$ cat config.mk
export PLATFORM = sky130hd
export DESIGN_NAME = fifo_frame_packer
export DESIGN_NICKNAME = d
export VERILOG_FILES = /design/src/rtl/fifo_frame_packer.sv
export SDC_FILE = /design/constraint.sdc
export NUM_CORES = 1
export LEC_CHECK = 0
export ABC_AREA = 1
export CORE_MARGIN = 3
export CORE_UTILIZATION = 49
export CTS_CLUSTER_SIZE = 12
export DETAILED_ROUTE_END_ITERATION = 7
export GPL_ROUTABILITY_DRIVEN = 0
export HOLD_SLACK_MARGIN = 0.03
export PLACE_DENSITY = 0.67
export SYNTH_ARGS = -nofsm -noshare
export SYNTH_HDL_FRONTEND = slang
export SYNTH_SLANG_ARGS = --single-unit
$ cat constraint.sdc
create_clock -name clk -period 3.4 [get_ports clk]
set_input_delay 0.68 -clock clk [delete_from_list [all_inputs] [get_ports clk]]
set_output_delay 0.68 -clock clk [all_outputs]
set_load 0.005 [all_outputs]
$ cat src/rtl/fifo_frame_packer.sv
// Frame packer behind an async FIFO read port: buffers popped words and
// emits SOF, LEN, payload, CHK frames on a valid/ready stream.
module fifo_frame_packer #(
  parameter int               WIDTH   = 8,
  parameter int               MAX_LEN = 16,
  parameter int               TIMEOUT = 32,
  parameter logic [WIDTH-1:0] SOF     = 8'hA5
) (
  input  logic             clk,
  input  logic             nrst_in,
  input  logic             fifo_empty_in,
  input  logic [WIDTH-1:0] fifo_data_in,
  output logic             fifo_read_out,
  output logic [WIDTH-1:0] m_data_out,
  output logic             m_valid_out,
  input  logic             m_ready_in,
  output logic             busy_out,
  output logic [15:0]      frame_count_out
);

  localparam int CW = $clog2(MAX_LEN + 1);
  localparam int AW = (MAX_LEN > 1) ? $clog2(MAX_LEN) : 1;
  localparam int IW = $clog2(TIMEOUT + 1);

  typedef enum logic [2:0] {
    S_FILL,
    S_SOF,
    S_LEN,
    S_PAY,
    S_CHK
  } state_t;

  state_t           state;
  logic [CW-1:0]    count;
  logic [CW-1:0]    idx;
  logic [IW-1:0]    idle;
  logic [WIDTH-1:0] csum;
  logic [WIDTH-1:0] mem [MAX_LEN];

  logic             pop;
  logic             full;
  logic             timed;
  logic [WIDTH-1:0] len_word;

  assign pop = (state == S_FILL) && !fifo_empty_in
            && (count < CW'(MAX_LEN));
  assign full = (count == CW'(MAX_LEN));
  // A pop on the timeout edge wins and keeps the frame open.
  assign timed = !pop && (count != '0)
              && (idle == IW'(TIMEOUT - 1));
  assign len_word = WIDTH'(count);

  assign fifo_read_out = pop;
  assign busy_out = (state != S_FILL);

  always_ff @(posedge clk) begin
    if (pop) begin
      mem[count[AW-1:0]] <= fifo_data_in;
    end
  end

  always_ff @(posedge clk or negedge nrst_in) begin
    if (!nrst_in) begin
      state           <= S_FILL;
      count           <= '0;
      idx             <= '0;
      idle            <= '0;
      csum            <= '0;
      m_valid_out     <= 1'b0;
      m_data_out      <= '0;
      frame_count_out <= '0;
    end else begin
      unique case (state)
        S_FILL: begin
          if (full || timed) begin
            state       <= S_SOF;
            m_valid_out <= 1'b1;
            m_data_out  <= SOF;
            csum        <= len_word;
          end else if (pop) begin
            count <= count + CW'(1);
            idle  <= '0;
          end else if (count != '0) begin
            if (idle != IW'(TIMEOUT)) begin
              idle <= idle + IW'(1);
            end
          end else begin
            idle <= '0;
          end
        end
        S_SOF: begin
          if (m_ready_in) begin
            m_data_out <= len_word;
            state      <= S_LEN;
          end
        end
        S_LEN: begin
          if (m_ready_in) begin
            m_data_out <= mem[0];
            idx        <= CW'(1);
            state      <= S_PAY;
          end
        end
        S_PAY: begin
          if (m_ready_in) begin
            csum <= csum ^ m_data_out;
            if (idx == count) begin
              m_data_out <= csum ^ m_data_out;
              state      <= S_CHK;
            end else begin
              m_data_out <= mem[idx[AW-1:0]];
              idx        <= idx + CW'(1);
            end
          end
        end
        S_CHK: begin
          if (m_ready_in) begin
            m_valid_out     <= 1'b0;
            m_data_out      <= '0;
            frame_count_out <= frame_count_out + 16'd1;
            count           <= '0;
            idle            <= '0;
            state           <= S_FILL;
          end
        end
        default: begin
          state <= S_FILL;
        end
      endcase
    end
  end

endmodule

### Close-up of the layout

Region (92, 92) to (112, 112) um. Cells in grey, sequential cells in the stronger grey; small squares are vias.
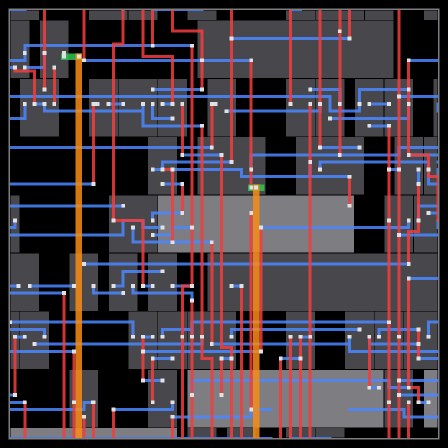
green -> metal 3
orange -> metal 4
blue -> metal 1
red -> metal 2
cells with their middle in the window = 36
sequential cells in the window = 2
most frequent = nand2_1 (19), nor2_1 (3), inv_1 (3)
netlist names of flops here include = csum (2)

### Signal wires on met2

(3 px per um) Cells faint in the background.
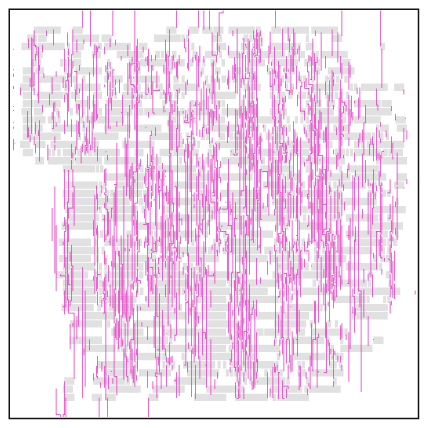
longest straight run = 47.3 um
wire length on this layer = 8870 um
nets with wire on the layer = 668
share of all routed wire = 47%
Vias: 5764
met2 Usage GRT: 34.57%
DRT Wirelength: 18.71 mm

### Wires at chosen ports, followed through buffers

(3 px per um)
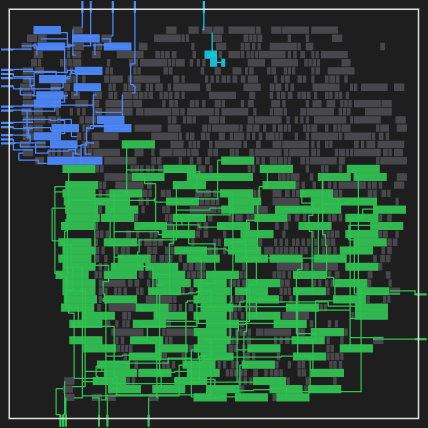
blue -> frame_count_out  # direction output, edge 12 left, 4 top, end cells 16, buffers 16, wire 634 um
green -> fifo_data_in  # direction input, edge 6 bottom, 2 right, end cells 128, buffers 8, wire 2460 um
cyan -> m_ready_in  # direction input, edge top, end cells 3, buffers 1, wire 20.9 um
Top Ports: 39
I/O Buffers: 38

==> per-stage QoR <==
| stage | std cells | power (uW) | hold WS [ns] | area [sq um] |
|---|---|---|---|---|
| 2_1_floorplan | 856 | 4756 | 0.3844 | 8270 |
| 3_3_place_gp | 1089 | 5545 | 0.4751 | 8847 |
| 3_5_place_dp | 1089 | 5585 | 0.4716 | 8847 |
| 4_1_cts | 1121 | 7604 | 0.2822 | 9452 |
| 5_1_grt | 1121 | 8052 | 0.3111 | 9452 |
| 6_report | 1121 | 7584 | 0.2706 | 9452 |
==> cell families after synthesis <==
logic type	share of synthesized area, %
XOR/XNOR	2.859
AND-OR/OR-AND	4.781
adder cells (fa/ha/maj)	1.210
flip-flops	62.21
AND/OR/NAND/NOR	23.83
buffers and inverters	5.114
==> cells in the mapped netlist (8+ instances only) <==
| library cell | instances |
|---|---|
| o21ai_1 | 14 |
| nand2_1 | 270 |
| xnor2_1 | 10 |
| xor2_1 | 17 |
| nor2_1 | 82 |
| edfxtp_1 | 128 |
| inv_1 | 69 |
| dfrtp_1 | 52 |
| buf_2 | 11 |
| clkbuf_1 | 14 |
| a21oi_1 | 12 |
| ha_1 | 8 |
| nand3_1 | 84 |
| inv_2 | 9 |
| o21ai_0 | 27 |
==> flip-flops by register name, summed over array words and instances, names as in the netlist, 3 cells and up <==
signal           flops
count                5
csum                 8
frame_count_out     16
idle                 6
idx                  5
m_data_out           8
mem                128
state                3
==> power by group <==
group	switching, uW	internal, uW
Clock	852	1160
Sequential	284	2610
Combinational	1800	875
==> final cells by class <==
class / instances / share of cell area (%)
sequential: 180 / 54.45
multi-input combinational: 568 / 28.59
timing repair buffer: 45 / 4.527
clock buffer: 17 / 4.501
inverter: 80 / 3.177
tap: 216 / 2.859
clock inverter: 15 / 1.893
==> flow_summary.json <==
{
  "p_leak_uw": 0.003974,
  "fin_ws_ns": 0.5635,
  "num_antenna_cells": 0,
  "grt_max_degree": 72,
  "setup_violations": 0,
  "final_common_cell": "nand2_1",
  "top_layer": "met4",
  "yosys_register_bits": 180,
  "crit_start": "fifo_empty_in",
  "ant_nets": 0,
  "edf_count": 128,
  "grt_pass1_vias": 5566,
  "required_ns": 2.72,
  "grt_usage_pct": 21.39,
  "clock_latency_ns": 0.43,
  "reg2reg_to": "m_data_out[0]",
  "critPathMaxStageDelay_ns": 0.54,
  "clk_path_buf_depth": 2,
  "r2r.worst_path.cells": 13,
  "topCellsByArea": "edfxtp_1 (46%), dfrtp_1 (16%), nand2_1 (12%)",
  "cp_top_family": "buffers and inverters",
  "grt.busiest_layer": "met2",
  "slew-limit-headroom_pct": 45.02,
  "root_buffer": "clkbuf_16",
  "use_met1_pct": 29.82,
  "cts_resized": 0,
  "hp-class": "in -> async",
  "cts.sinks": 180,
  "openroad.warnings": 30,
  "num-fill-cells": 1422,
  "synth.avg_cell_area_sq_um": 9.662,
  "crit_cells": 5,
  "period_needed_ns": 2.836,
  "place_hpwl_mm": 12.39,
  "critPathCapture": "fifo_read_out",
  "status": "finished, final reports clean",
  "initCoreUtil_pct": 51.14,
  "drt_iter0_markers": 526,
  "yosysTopAreaCell": "edfxtp_1",
  "cap_violations": 0,
  "fp.dieW_um": 135.9,
  "wl_met3_mm": 1.020,
  "critPathKind": "in -> out",
  "drive_gt1_share_pct": 7.735,
  "async_flop_share_pct": 28.89,
  "cts_buffers": 17,
  "yosysWarnings": 0,
  "finalCritPeriodShare_pct": 83.43
}
Power and IR drop assume default switching activity.
